$ cat config.mk
export PLATFORM = sky130hd
export DESIGN_NAME = barrel_rotr_pipe_flat
export DESIGN_NICKNAME = d
export VERILOG_FILES = /design/src/rtl/barrel_pkg.sv /design/src/rtl/barrel_rotr_pipe_if.sv /design/src/rtl/shift_stage.sv /design/src/rtl/barrel_rotr_pipe.sv /design/src/flat_wrapper.sv
export SDC_FILE = /design/constraint.sdc
export NUM_CORES = 1
export LEC_CHECK = 0
export CAP_MARGIN = 20
export CORE_MARGIN = 2
export CORE_UTILIZATION = 30
export CTS_CLUSTER_SIZE = 20
export DETAILED_ROUTE_END_ITERATION = 7
export GPL_TIMING_DRIVEN = 1
export HOLD_SLACK_MARGIN = 0.12
export PLACE_DENSITY_LB_ADDON = 0.3
export SLEW_MARGIN = 25
export SYNTH_ARGS = -nofsm -noshare
export SYNTH_HDL_FRONTEND = slang
export SYNTH_SLANG_ARGS = --single-unit
$ cat constraint.sdc
create_clock -name clk -period 2.38 [get_ports clk]
set_clock_uncertainty 0.1 [all_clocks]
set_input_delay 0.476 -clock clk [delete_from_list [all_inputs] [get_ports clk]]
set_output_delay 0.476 -clock clk [all_outputs]
set_load 0.02 [all_outputs]
$ cat src/rtl/barrel_pkg.sv
// Shared constants for the pipelined barrel shifter: shift-mode encodings and default width.
package barrel_pkg;

    localparam int DEFAULT_W = 8;

    typedef enum logic [1:0] {
        MODE_LSR  = 2'b00,
        MODE_ASR  = 2'b01,
        MODE_ROR  = 2'b10,
        MODE_PASS = 2'b11
    } mode_e;

endpackage

$ cat src/rtl/barrel_rotr_pipe_if.sv
// Operand/result valid-ready bus of the pipelined barrel shifter.
interface barrel_rotr_pipe_if
    import barrel_pkg::*;
#(
    parameter int W = DEFAULT_W
);
    localparam int S = $clog2(W);

    logic         in_valid;
    logic         in_ready;
    logic [W-1:0] in_data;
    logic [S-1:0] in_amt;
    mode_e        in_mode;
    logic         out_valid;
    logic         out_ready;
    logic [W-1:0] out_data;

    modport slave (
        input  in_valid, in_data, in_amt, in_mode, out_ready,
        output in_ready, out_valid, out_data
    );

    modport master (
        output in_valid, in_data, in_amt, in_mode, out_ready,
        input  in_ready, out_valid, out_data
    );

endinterface

$ cat src/rtl/shift_stage.sv
// One pipeline stage: conditionally shifts right by 2^K and registers data/amt/mode/valid.
module shift_stage
    import barrel_pkg::*;
#(
    parameter int W = DEFAULT_W,
    parameter int S = $clog2(W),
    parameter int K = 0
) (
    input  logic         clk,
    input  logic         rst_n,
    input  logic         up_valid,
    input  logic [W-1:0] up_data,
    input  logic [S-1:0] up_amt,
    input  mode_e        up_mode,
    input  logic         dn_ready,
    output logic         dn_valid,
    output logic [W-1:0] dn_data,
    output logic [S-1:0] dn_amt,
    output mode_e        dn_mode
);
    localparam int SH = 1 << K;

    logic         ld;
    logic         sign;
    logic [W-1:0] shifted;

    // Stage may load when empty or when its contents move on this edge.
    assign ld = !dn_valid || dn_ready;

    // ASR keeps the sign in the MSB at every stage, so the operand's current MSB is the original sign.
    assign sign = up_data[W-1];

    always_comb begin
        shifted = up_data;
        if (up_amt[K]) begin
            case (up_mode)
                MODE_LSR: shifted = {{SH{1'b0}}, up_data[W-1:SH]};
                MODE_ASR: shifted = {{SH{sign}}, up_data[W-1:SH]};
                MODE_ROR: shifted = {up_data[SH-1:0], up_data[W-1:SH]};
                default:  shifted = up_data;
            endcase
        end
    end

    always_ff @(posedge clk or negedge rst_n) begin
        if (!rst_n) begin
            dn_valid <= 1'b0;
            dn_data  <= '0;
            dn_amt   <= '0;
            dn_mode  <= MODE_LSR;
        end else if (ld) begin
            dn_valid <= up_valid;
            if (up_valid) begin
                dn_data <= shifted;
                dn_amt  <= up_amt;
                dn_mode <= up_mode;
            end
        end
    end

endmodule

$ cat src/rtl/barrel_rotr_pipe.sv
// Log2(W)-stage pipelined right shifter (logical/arithmetic/rotate/pass) with valid-ready flow control.
module barrel_rotr_pipe
    import barrel_pkg::*;
#(
    parameter int W = DEFAULT_W
) (
    input  logic               clk,
    input  logic               rst_n,
    barrel_rotr_pipe_if.slave  bus
);
    localparam int S = $clog2(W);

    // Index 0 is the input port; index k+1 is the output register of stage k.
    logic [S:0]        vld_pipe;
    logic [S:0]        rdy;
    logic [S:0][W-1:0] data;
    logic [S:0][S-1:0] amt;
    mode_e             mode [S:0];

    assign vld_pipe[0] = bus.in_valid;
    assign data[0]     = bus.in_data;
    assign amt[0]      = bus.in_amt;
    assign mode[0]     = bus.in_mode;

    // rdy[k] is the ready into stage k; it collapses bubbles back from the output.
    always_comb begin
        rdy    = '0;
        rdy[S] = bus.out_ready;
        for (int k = S - 1; k >= 0; k--) begin
            rdy[k] = !vld_pipe[k+1] || rdy[k+1];
        end
    end

    for (genvar k = 0; k < S; k++) begin : g_stage
        shift_stage #(
            .W (W),
            .S (S),
            .K (k)
        ) u_stage (
            .clk      (clk),
            .rst_n    (rst_n),
            .up_valid (vld_pipe[k]),
            .up_data  (data[k]),
            .up_amt   (amt[k]),
            .up_mode  (mode[k]),
            .dn_ready (rdy[k+1]),
            .dn_valid (vld_pipe[k+1]),
            .dn_data  (data[k+1]),
            .dn_amt   (amt[k+1]),
            .dn_mode  (mode[k+1])
        );
    end

    // The retired amt/mode of the final stage have no consumer downstream.
    logic unused_tail;
    assign unused_tail = ^{amt[S], mode[S]};

    assign bus.in_ready  = rdy[0];
    assign bus.out_valid = vld_pipe[S];
    assign bus.out_data  = data[S];

endmodule

$ cat src/flat_wrapper.sv
// flat-port wrapper written by rule: the top's interface ports become plain ports
module barrel_rotr_pipe_flat import barrel_pkg::*;
#(
    parameter int W = DEFAULT_W
)
  (clk, rst_n, bus_in_valid, bus_in_data, bus_in_amt, bus_in_mode, bus_out_ready, bus_in_ready, bus_out_valid, bus_out_data);
  barrel_rotr_pipe_if #(.W(W)) bus_i ();
  input  logic clk;
  input  logic rst_n;
  input wire logic [$bits(bus_i.in_valid)-1:0] bus_in_valid;
  input wire logic [$bits(bus_i.in_data)-1:0] bus_in_data;
  input wire logic [$bits(bus_i.in_amt)-1:0] bus_in_amt;
  input wire logic [$bits(bus_i.in_mode)-1:0] bus_in_mode;
  input wire logic [$bits(bus_i.out_ready)-1:0] bus_out_ready;
  output wire logic [$bits(bus_i.in_ready)-1:0] bus_in_ready;
  output wire logic [$bits(bus_i.out_valid)-1:0] bus_out_valid;
  output wire logic [$bits(bus_i.out_data)-1:0] bus_out_data;
  assign bus_i.in_valid = bus_in_valid;
  assign bus_i.in_data = bus_in_data;
  assign bus_i.in_amt = bus_in_amt;
  assign bus_i.in_mode = bus_in_mode;
  assign bus_i.out_ready = bus_out_ready;
  assign bus_in_ready = bus_i.in_ready;
  assign bus_out_valid = bus_i.out_valid;
  assign bus_out_data = bus_i.out_data;
  barrel_rotr_pipe #(.W(W)) u_core (.clk(clk), .rst_n(rst_n), .bus(bus_i));
endmodule
==> run notes <==
flow finished, numbers: worst vdd ir about 0.00037 V, die area ~0.0065 mm², Final Setup Violations 0, Boundary Pins 27, Max-slew headroom 0.676, area delta synth->final 20.1%, family with the most delay on the worst path buffers and inverters, worst path cell trace clkdlybuf4s50_1 > nand4b_4 > dlymetal6s2s_1, RSZ-0062 raised after global routing no, worst min path class flip-flop to flip-flop, RD Place Congestion between 0.8 and 0.9, max cap viols 0, clock-pin slew on the worst setup and hold paths 60 ps, Max Clock Freq just over 0.5 GHz, worst hold stages 1, vias per cell approximately 4.9, Flops after synth 34, CP Max Fanout 3, vias in the first global route 1186, DP HPWL ~2500 µm, Startpoint Class primary input, Worst Setup Slack, final 432 ps, root buffer cell clkbuf_8, WP data required about 1800 ps, placed inst area between 0.002 and 0.0025 mm², die x size around 81 µm, Max Slew Vio Count 0, nets ~200, power density cells between 800 and 900 mW/mm², final std cells w/o fill between 200 and 300, H-Tree Depth 2, switch share 0.331, outcome finished clean, Filler Cell Count ~600, Reg power frac 0.468, Distinct lib cells used 26, Psw 615 µW, Worst path depth 3, register share after synthesis 0.482, CP endpoint kind output pin, WS Path Type primary input to output pin, Crit-path slowest cell clkdlybuf4s50_1, total CTS buffers 5, setup tns final 0 ps, Post-DRT Antenna Nets 0, clk ins delay skew pair 290 ps, share of post-route cells with drive strength above 1 0.140, Hold EP u_core.g_stage[1].u_stage.dn_amt[2], clock share of power 0.210, Critical path buffers and inverters 2, slew at the pin closest to its max-slew limit slightly below 500 ps, hold_sp u_core.g_stage[0].u_stage.dn_amt[2], leakage roughly 0.00088 µW, Largest stage delay, worst path 490 ps, Floorplan Nets about 180, # DRC 0, CP endpoint bus_in_ready, Worst R2R End u_core.g_stage[0].u_stage.dn_mode[1], CTS max path bufs 2, YS chip area ~0.0018 mm², number of diodes 0, Die Span Y roughly 81 µm
placed cells by master (no fill, tap or decap), types with 2 or more instances in the layout:
| cell type | synthesis | final |
|---|---|---|
| a21boi_0 | 2 | 2 |
| a21oi_1 | 24 | 24 |
| a31oi_1 | 20 | 20 |
| a41oi_1 | 3 | 3 |
| and3b_1 | 4 | 4 |
| buf_4 | 10 | 6 |
| clkbuf_1 | 2 | 2 |
| clkbuf_8 | 0 | 5 |
| clkdlybuf4s50_1 | 0 | 25 |
| dfrtp_1 | 34 | 34 |
| inv_1 | 4 | 4 |
| mux2_2 | 7 | 7 |
| mux2i_1 | 14 | 14 |
| nand2_1 | 12 | 12 |
| nand2b_1 | 4 | 4 |
| nand4b_1 | 3 | 3 |
| o21ai_0 | 7 | 7 |
area by class of cell:
| type | instances | area, µm² | area share |
|---|---|---|---|
| Sequential cell | 34 | 851 | 0.402 |
| Multi-Input combinational cell | 109 | 778 | 0.367 |
| Timing Repair Buffer | 32 | 308 | 0.145 |
| Tap cell | 72 | 90.1 | 0.0425 |
| Clock buffer | 7 | 76.3 | 0.0360 |
| Inverter | 4 | 15.0 | 0.00709 |
layer usage:
metal	global-route usage	vias to the layer above	share of wire
li1	-	642	-
met1	0.133	579	0.47
met2	0.179	29	0.46
met3	0.0371	9	0.048
met4	0.0610	0	0.020
met5	0	-	0
cell usage after synthesis:
cell type	n	area, µm²
a21bo_2	1	10.0
a21boi_0	2	15.0
a21boi_4	1	18.8
a21oi_1	24	120
a31oi_1	20	125
a41oi_1	3	26.3
and2_1	1	6.26
and2_4	1	8.76
and3b_1	4	35.0
and3b_2	1	10.0
and4b_2	1	11.3
buf_2	3	15.0
buf_4	10	75.1
buf_6	2	22.5
clkbuf_1	2	7.51
dfrtp_1	34	851
inv_1	4	15.0
mux2_2	7	78.8
mux2i_1	14	140
nand2_1	12	45.0
nand2_2	1	6.26
nand2b_1	4	25.0
nand3b_2	1	11.3
nand4b_1	3	26.3
nand4b_4	1	23.8
o21ai_0	7	35.0
registers in the layout, indices dropped and copies added, names as in the netlist:
name,cells
u_core.g_stage.u_stage.dn_data,24
u_core.g_stage.u_stage.dn_mode,4
u_core.g_stage.u_stage.dn_valid,3
u_core.g_stage.u_stage.dn_amt,3
cells by family after synthesis:
family	after synthesis	synth area share
flip-flops	34	0.482
multiplexers	21	0.124
AND-OR/OR-AND	58	0.199
buffers and inverters	21	0.0766
AND/OR/NAND/NOR	30	0.118
power by group through the flow:
stage	clock network [µW]	logic [µW]	registers [µW]
6_report	390	598	869
3_5_place_dp	0	608	877
2_1_floorplan	0	491	831
5_1_grt	438	664	890
3_3_place_gp	0	604	870
4_1_cts	409	607	868
through the flow:
stage                     power (µW)  hold slack (ps)
after floorplan                 1320             80.4
after global placement          1470              397
after detailed placement        1480              404
after CTS                       1880              418
after global routing            1990              427
final                           1860              412
repair_timing:
action | 4_1_cts | 5_1_grt
hold endpoints to repair | 0 | 0
gates resized | 0 | 1
setup endpoints to repair | 0 | 1
setup buffers | 0 | 0
==> images/wire_density.png <==
The bar under the picture is 20 µm long. 16 x 16 tiles, from dark blue (low) to red (high), scaled to the fullest tile. Values are wire area over tile area, all layers added.
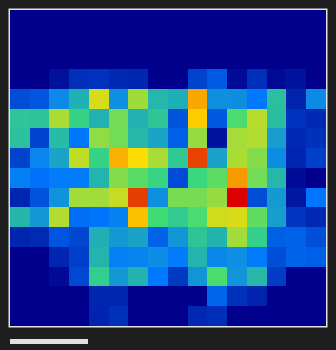
nearly empty tiles: 32%
emptiest ninth of the die: top right
tiles over half the peak: 16%
densest ninth of the die: middle
mean over tiles: 0.081
fullest tile: 0.35
detailed-route via count: 1259
DRT Wirelength: 3310 µm
gr usage total: 0.112
DR WL/cell: 12.8 µm

==> images/cell_classes.png <==
Fill, decap, tap and diode cells in grey.
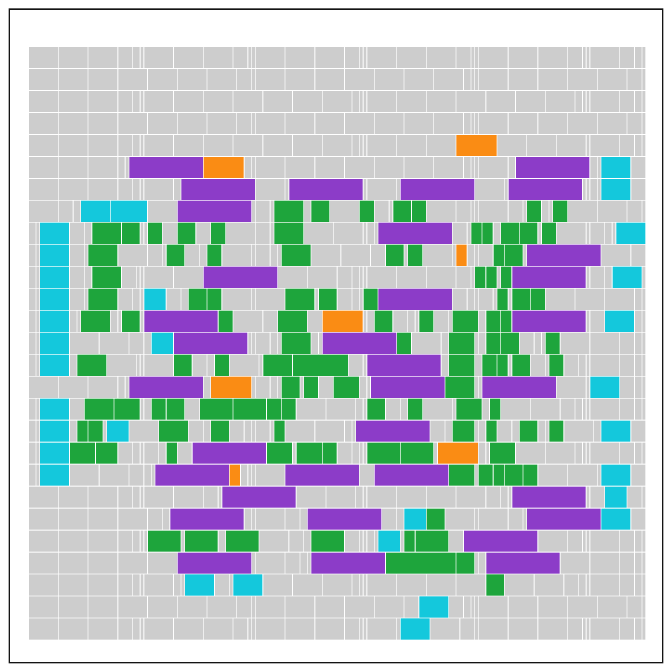
[cyan] other buffers and delay cells | cells: 32 | share of their area: 15%
[orange] clock drivers and dummy loads | cells: 7 | share of their area: 3.8%
[purple] flip-flops | cells: 34 | share of their area: 42%
[green] all other logic | cells: 113 | share of their area: 39%
Core ar.: 0.00561 mm²
fraction of area in registers: 0.402
Row Count: 27
final instance area: 0.00212 mm²

==> images/met1.png <==
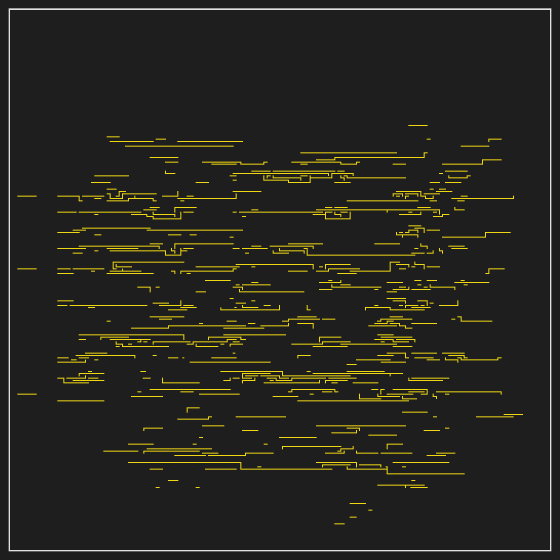
wire length on this layer: 1550 µm
main direction: horizontal
share of all routed wire: 47%
nets with wire on the layer: 172
GR Util met1: 0.133

Power and IR drop assume default switching activity.
